==> src/rtl/washing_machine_fsm_if.sv <==
// Plant-side bundle for the washing machine controller: level sensors/timers in, actuators and phase flags out.
interface washing_machine_fsm_if;
   logic start;
   logic filled;
   logic doorclose;
   logic detergent;
   logic cycletime_out;
   logic drained;
   logic spintime_out;
   logic doorlock;
   logic fillvalve_on;
   logic soap_wash;
   logic motor_on;
   logic drainvalve_on;
   logic water_wash;
   logic done;

   modport master (
      output start, filled, doorclose, detergent, cycletime_out, drained, spintime_out,
      input  doorlock, fillvalve_on, soap_wash, motor_on, drainvalve_on, water_wash, done
   );

   modport slave (
      input  start, filled, doorclose, detergent, cycletime_out, drained, spintime_out,
      output doorlock, fillvalve_on, soap_wash, motor_on, drainvalve_on, water_wash, done
   );
endinterface

==> src/rtl/washing_machine_fsm.sv <==
// Front-loader program sequencer: door interlock, soap pass, RINSE_CYCLES rinse passes, spin.
// Optional macro DOOR_ABORT_EN: opening the door in FILL/DETERGENT/WASH drains, spins and finishes.
module washing_machine_fsm #(
   parameter int unsigned RINSE_CYCLES = 1
) (
   input logic             clk,
   input logic             rst,
   washing_machine_fsm_if.slave bus
);

   localparam int unsigned CNT_W = 3;
   localparam logic [CNT_W-1:0] RINSE_MAX = CNT_W'(RINSE_CYCLES);

   typedef enum logic [2:0] {
      IDLE      = 3'd0,
      FILL      = 3'd1,
      DETERGENT = 3'd2,
      WASH      = 3'd3,
      DRAIN     = 3'd4,
      SPIN      = 3'd5
   } state_t;

   state_t           state;
   logic [CNT_W-1:0] rinse_cnt;
   logic             soap_q;
   logic             water_q;
   logic             done_q;
   logic             abort;

`ifdef DOOR_ABORT_EN
   assign abort = ~bus.doorclose;
`else
   assign abort = 1'b0;
`endif

   // Program sequencer; only the input belonging to the current state is looked at.
   always_ff @(posedge clk or negedge rst) begin
      if (!rst) begin
         state     <= IDLE;
         rinse_cnt <= '0;
         soap_q    <= 1'b0;
         water_q   <= 1'b0;
         done_q    <= 1'b0;
      end else begin
         done_q <= 1'b0;
         case (state)
            IDLE: begin
               if (bus.start && bus.doorclose) state <= FILL;
            end
            FILL: begin
               if (abort) begin
                  state     <= DRAIN;
                  rinse_cnt <= RINSE_MAX;
               end else if (bus.filled) begin
                  state <= soap_q ? WASH : DETERGENT;
               end
            end
            DETERGENT: begin
               if (abort) begin
                  state     <= DRAIN;
                  rinse_cnt <= RINSE_MAX;
               end else if (bus.detergent) begin
                  state  <= WASH;
                  soap_q <= 1'b1;
               end
            end
            WASH: begin
               if (abort) begin
                  state     <= DRAIN;
                  rinse_cnt <= RINSE_MAX;
               end else if (bus.cycletime_out) begin
                  state <= DRAIN;
               end
            end
            DRAIN: begin
               if (bus.drained) begin
                  if (rinse_cnt < RINSE_MAX) begin
                     state     <= FILL;
                     rinse_cnt <= rinse_cnt + CNT_W'(1);
                     water_q   <= 1'b1;
                  end else begin
                     state <= SPIN;
                  end
               end
            end
            SPIN: begin
               if (bus.spintime_out) begin
                  state     <= IDLE;
                  done_q    <= 1'b1;
                  soap_q    <= 1'b0;
                  water_q   <= 1'b0;
                  rinse_cnt <= '0;
               end
            end
            default: state <= IDLE;
         endcase
      end
   end

   // Actuators decode from the state register, so they fall with the async reset.
   assign bus.doorlock      = (state != IDLE);
   assign bus.fillvalve_on  = (state == FILL);
   assign bus.motor_on      = (state == WASH) || (state == SPIN);
   assign bus.drainvalve_on = (state == DRAIN) || (state == SPIN);
   assign bus.soap_wash     = soap_q;
   assign bus.water_wash    = water_q;
   assign bus.done          = done_q;

endmodule

==> src/flat_wrapper.sv <==
// flat-port wrapper written by rule: the top's interface ports become plain ports
module washing_machine_fsm_flat 
#(
   parameter int unsigned RINSE_CYCLES = 1
)
  (clk, rst, bus_start, bus_filled, bus_doorclose, bus_detergent, bus_cycletime_out, bus_drained, bus_spintime_out, bus_doorlock, bus_fillvalve_on, bus_soap_wash, bus_motor_on, bus_drainvalve_on, bus_water_wash, bus_done);
  washing_machine_fsm_if bus_i ();
  input logic clk;
  input logic rst;
  input wire logic [$bits(bus_i.start)-1:0] bus_start;
  input wire logic [$bits(bus_i.filled)-1:0] bus_filled;
  input wire logic [$bits(bus_i.doorclose)-1:0] bus_doorclose;
  input wire logic [$bits(bus_i.detergent)-1:0] bus_detergent;
  input wire logic [$bits(bus_i.cycletime_out)-1:0] bus_cycletime_out;
  input wire logic [$bits(bus_i.drained)-1:0] bus_drained;
  input wire logic [$bits(bus_i.spintime_out)-1:0] bus_spintime_out;
  output wire logic [$bits(bus_i.doorlock)-1:0] bus_doorlock;
  output wire logic [$bits(bus_i.fillvalve_on)-1:0] bus_fillvalve_on;
  output wire logic [$bits(bus_i.soap_wash)-1:0] bus_soap_wash;
  output wire logic [$bits(bus_i.motor_on)-1:0] bus_motor_on;
  output wire logic [$bits(bus_i.drainvalve_on)-1:0] bus_drainvalve_on;
  output wire logic [$bits(bus_i.water_wash)-1:0] bus_water_wash;
  output wire logic [$bits(bus_i.done)-1:0] bus_done;
  assign bus_i.start = bus_start;
  assign bus_i.filled = bus_filled;
  assign bus_i.doorclose = bus_doorclose;
  assign bus_i.detergent = bus_detergent;
  assign bus_i.cycletime_out = bus_cycletime_out;
  assign bus_i.drained = bus_drained;
  assign bus_i.spintime_out = bus_spintime_out;
  assign bus_doorlock = bus_i.doorlock;
  assign bus_fillvalve_on = bus_i.fillvalve_on;
  assign bus_soap_wash = bus_i.soap_wash;
  assign bus_motor_on = bus_i.motor_on;
  assign bus_drainvalve_on = bus_i.drainvalve_on;
  assign bus_water_wash = bus_i.water_wash;
  assign bus_done = bus_i.done;
  washing_machine_fsm #(.RINSE_CYCLES(RINSE_CYCLES)) u_core (.clk(clk), .rst(rst), .bus(bus_i));
endmodule
==> config.mk <==
export PLATFORM = sky130hd
export DESIGN_NAME = washing_machine_fsm_flat
export DESIGN_NICKNAME = d
export VERILOG_FILES = /design/src/rtl/washing_machine_fsm_if.sv /design/src/rtl/washing_machine_fsm.sv /design/src/flat_wrapper.sv
export SDC_FILE = /design/constraint.sdc
export NUM_CORES = 1
export LEC_CHECK = 0
export ABC_AREA = 1
export ABC_CLOCK_PERIOD_IN_PS = 1400
export CORE_UTILIZATION = 35
export DETAILED_ROUTE_END_ITERATION = 6
export PLACE_DENSITY = 0.63
export REMOVE_ABC_BUFFERS = 1
export SLEW_MARGIN = 20
export SYNTH_ARGS = -nofsm -noshare
export SYNTH_HDL_FRONTEND = slang
export SYNTH_SLANG_ARGS = --single-unit
==> constraint.sdc <==
create_clock -name clk -period 1.4 [get_ports clk]
set_input_delay 0.42 -clock clk [delete_from_list [all_inputs] [get_ports clk]]
set_output_delay 0.42 -clock clk [all_outputs]
set_load 0.005 [all_outputs]
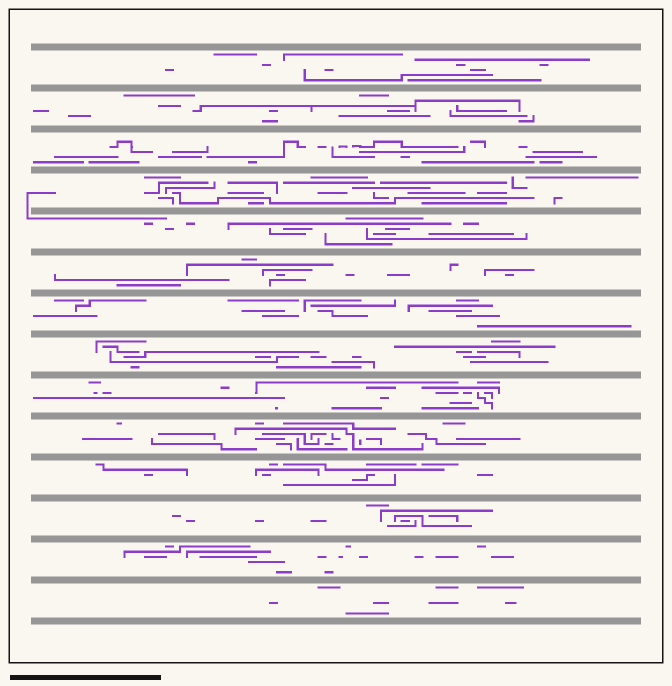
run_1/m1.png
Scale bar: 10 um. Supply wires on this layer in grey.
share of all routed wire: 43%
nets with wire on the layer: 110
wire length on this layer: 712 um
longest straight run: 16.6 um

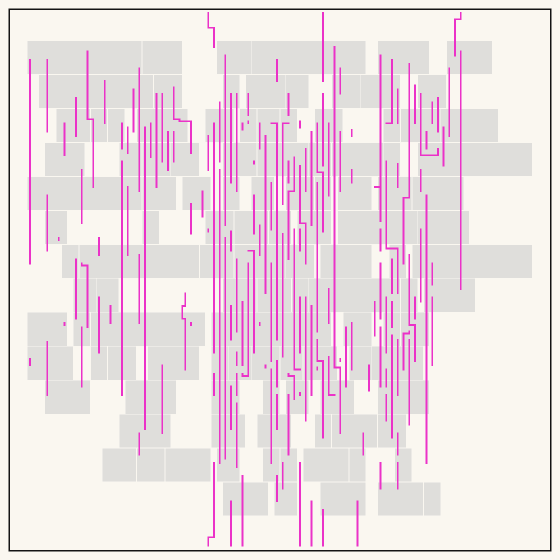
run_1/m2.png
longest straight run: 25.7 um
wire length on this layer: 840 um
nets with wire on the layer: 112
share of all routed wire: 51%
main direction: vertical

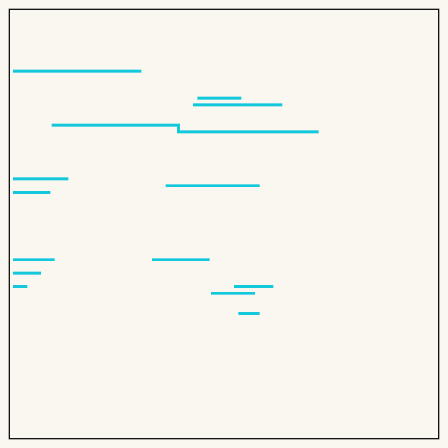
run_1/m3.png
nets with wire on the layer: 14
main direction: horizontal
share of all routed wire: 5.7%

==> flow_summary.ini, run 1 <==
; flow metrics
[final_layout]
final_nets = 126
comb_area_share_pct = 37.00
utilization_pct = 64.94
largest_class = combinational gates
fin_area_um2 = 1001

[clocking]
cts.path.max_buffers = 2
post_cts_buffers = 11
clk_pin_slew_ps = 70

[drt]
vias = 662
first_pass_iters = 4
routed.top_layer = met3
dr_wl_met3_um = 93
ant_nets = 0
route.met2.wl_um = 839

[worst_setup_path]
critPathMaxFanout = 3
cp.buffers_inverters = 2
path_depth = 5
cp_top_family = flip-flops

[yosys]
edf_count = 0
ys_types = 18
logic_family = simple AND/OR/NAND/NOR gates
yosys.area_share.aoi_pct = 5.462
synth.most_common_cell = nand2_1
ys_sh_simple_pct = 46.85
ys_sh_xor_pct = 1.471
ys_cells = 76

[final_timing]
setup_viol = 9
timing.hold.ws_ps = 446.2
setup_ws_ps = -225.6
clock_skew_ps = 12.14
layout_min_cycle_time_ps = 1626
finalSetupTns_ps = -1015

[die]
fp_util_pct = 38.64
nWellTaps = 16

[global_route]
met3_usage_pct = 7.660
grt_pass1_wl_mm = 2.732
grt_pass1_vias = 636
antenna_found_initial = 0
track_usage_pct = 20.03
met1_usage_pct = 25.93

[power]
cellPowerDensity_nw_per_um2 = 2350
power_mw = 2.352
top_power_group = combinational cells
comb_power_share_pct = 68.1

[outcome]
status = finished, violations left
violations = setup timing

[placement]
gp_congestion = 0.7570
--- run 2 (diff from run 1) ---
- GPL_TIMING_DRIVEN: default -> 1
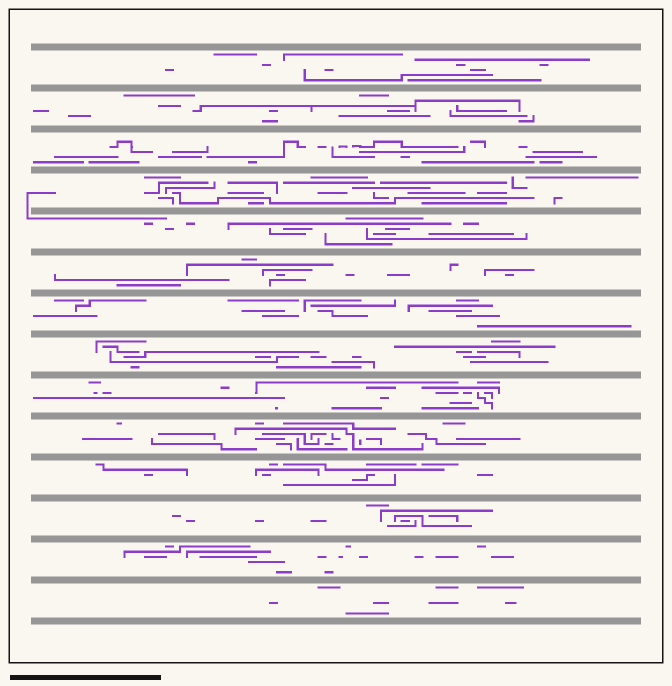
run_2/m1.png
Scale bar: 10 um. Supply wires on this layer in grey.
share of all routed wire: 43%
nets with wire on the layer: 110
wire length on this layer: 712 um
Detailed Route WL: 1.645 mm
met1 Track Usage GR: 25.93%
via count: 662

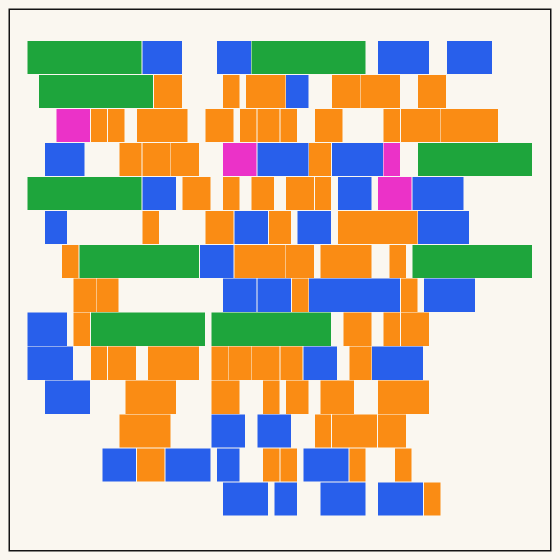
run_2/class_map.png
legend:
  registers:
    colour: green
    cells: 9
  remaining logic cells:
    colour: orange
    cells: 67
  remaining buffers and delay cells:
    colour: blue
    cells: 35
  clock drivers and dummy loads:
    colour: magenta
    cells: 4
final core occ: 64.94%
Seq/total area: 22.88%
final instance area: 1001 um2
cell row count: 14

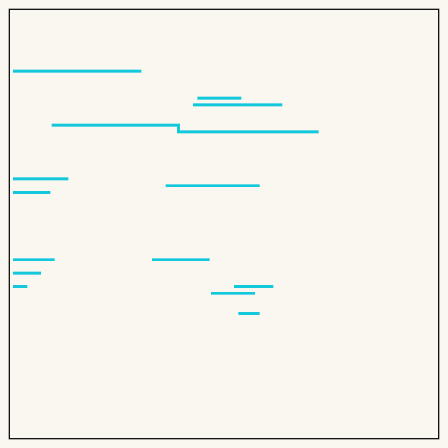
run_2/m3.png
share of all routed wire: 5.7%
longest straight run: 14.0 um
main direction: horizontal
wire length on this layer: 93.6 um
nets with wire on the layer: 14
grt met3 use: 7.660%

==> flow_summary.ini, run 2 <==
; flow metrics
[clocking]
clk_pin_slew_ps = 70

[yosys]
ys_cells = 76
ys_types = 18
synth.most_common_cell = nand2_1
edf_count = 0

[global_route]
grt_pass1_vias = 636
antenna_found_initial = 0

[final_timing]
setup_viol = 9
setup_ws_ps = -225.6
layout_min_cycle_time_ps = 1626

[final_layout]
largest_class = combinational gates
final_nets = 126
comb_area_share_pct = 37.00

[drt]
first_pass_iters = 4
dr_wl_met3_um = 93

[outcome]
violations = setup timing
status = finished, violations left

[worst_setup_path]
path_depth = 5
cp_top_family = flip-flops
cp.buffers_inverters = 2

[placement]
gp_congestion = 0.7570

[power]
cellPowerDensity_nw_per_um2 = 2350
run_2/m2.png
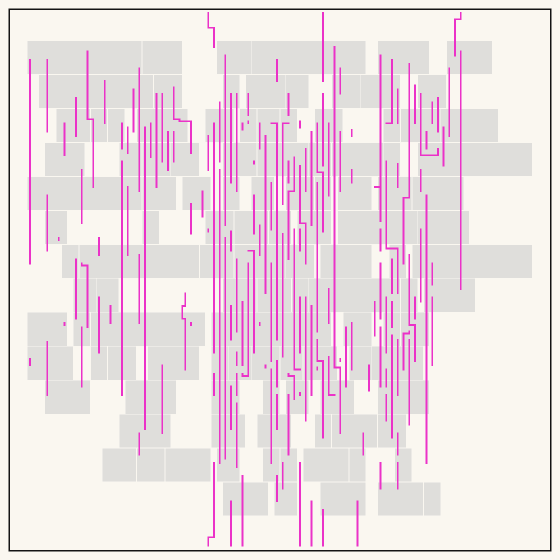

--- run 3 (diff from run 2) ---
- CAP_MARGIN: default -> 20
- CTS_CLUSTER_SIZE: default -> 24
- PLACE_DENSITY: 0.63 -> 0.71
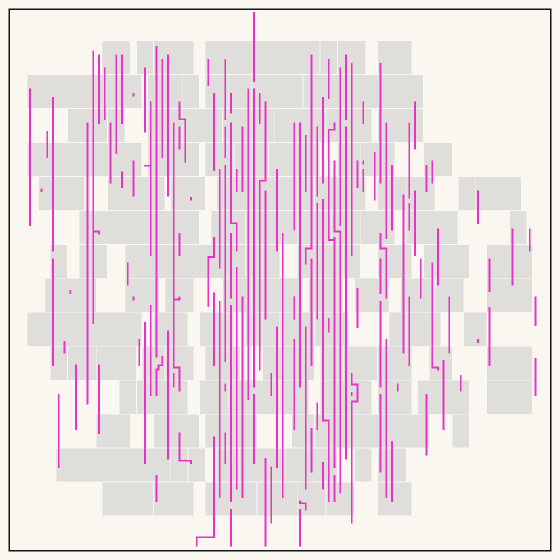
run_3/m2.png
longest straight run: 26.5 um
share of all routed wire: 51%
wire length on this layer: 1000 um
GR Util met2: 38.51%
Detailed Route WL: 1.954 mm
via count: 660

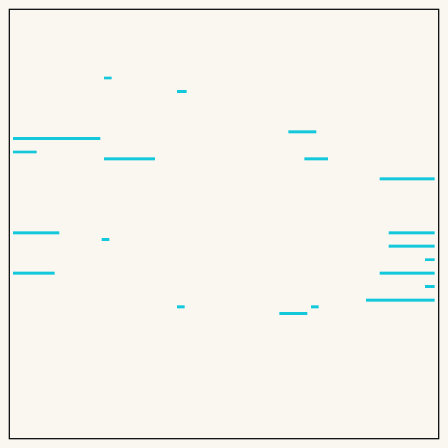
run_3/m3.png
wire length on this layer: 59.8 um
longest straight run: 8.50 um
nets with wire on the layer: 15
grt met3 use: 3.404%

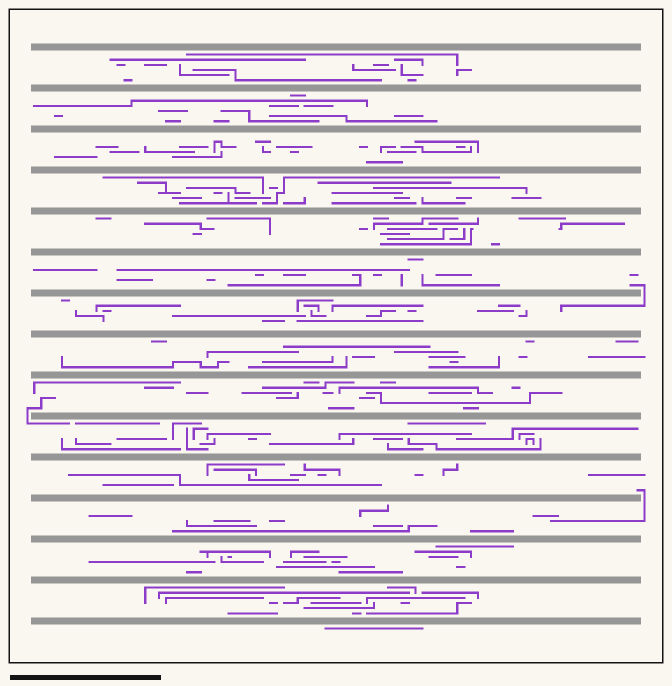
run_3/m1.png
Scale bar: 10 um. Supply wires on this layer in grey.
main direction: horizontal
nets with wire on the layer: 118
wire length on this layer: 819 um
met1 Track Usage GR: 24.34%

==> flow_summary.ini, run 3 <==
; flow metrics
[worst_setup_path]
r2r_cells = 10
cp_top_family = flip-flops
path_depth = 6
cp.buffers_inverters = 3
critPathMaxFanout = 3
arrival_ps = 1240

[power]
power_mw = 2.646
p_comb_mw = 1.89
cellPowerDensity_nw_per_um2 = 2436
top_power_group = combinational cells
p_clk_share_pct = 7.6

[yosys]
edf_count = 0
logic_family = simple AND/OR/NAND/NOR gates
synth.most_common_cell = nand2_1
ys_types = 18
ys_sh_simple_pct = 46.85

[global_route]
grt_pass1_vias = 706
grt_pass1_wl_mm = 2.898
antenna_found_initial = 0
track_usage_pct = 21.26

[outcome]
status = finished, violations left
violations = setup timing

[final_timing]
finalSetupTns_ps = -1412
setup_ws_ps = -264.6
timing.hold.ws_ps = 468.1
setup_viol = 11

[final_layout]
largest_class = combinational gates
final_nets = 132
utilization_pct = 70.45
nClkBuffers = 4
comb_area_share_pct = 38.48
seq_share_pct = 21.08
comb_area_um2 = 417.9

[placement]
gp_congestion = 0.7687

[drt]
dr_wl_met3_um = 59
routed.top_layer = met4
first_pass_iters = 4
route.met2.wl_mm = 1.004

[clocking]
cts.path.max_buffers = 2
post_cts_buffers = 15

[die]
nWellTaps = 16
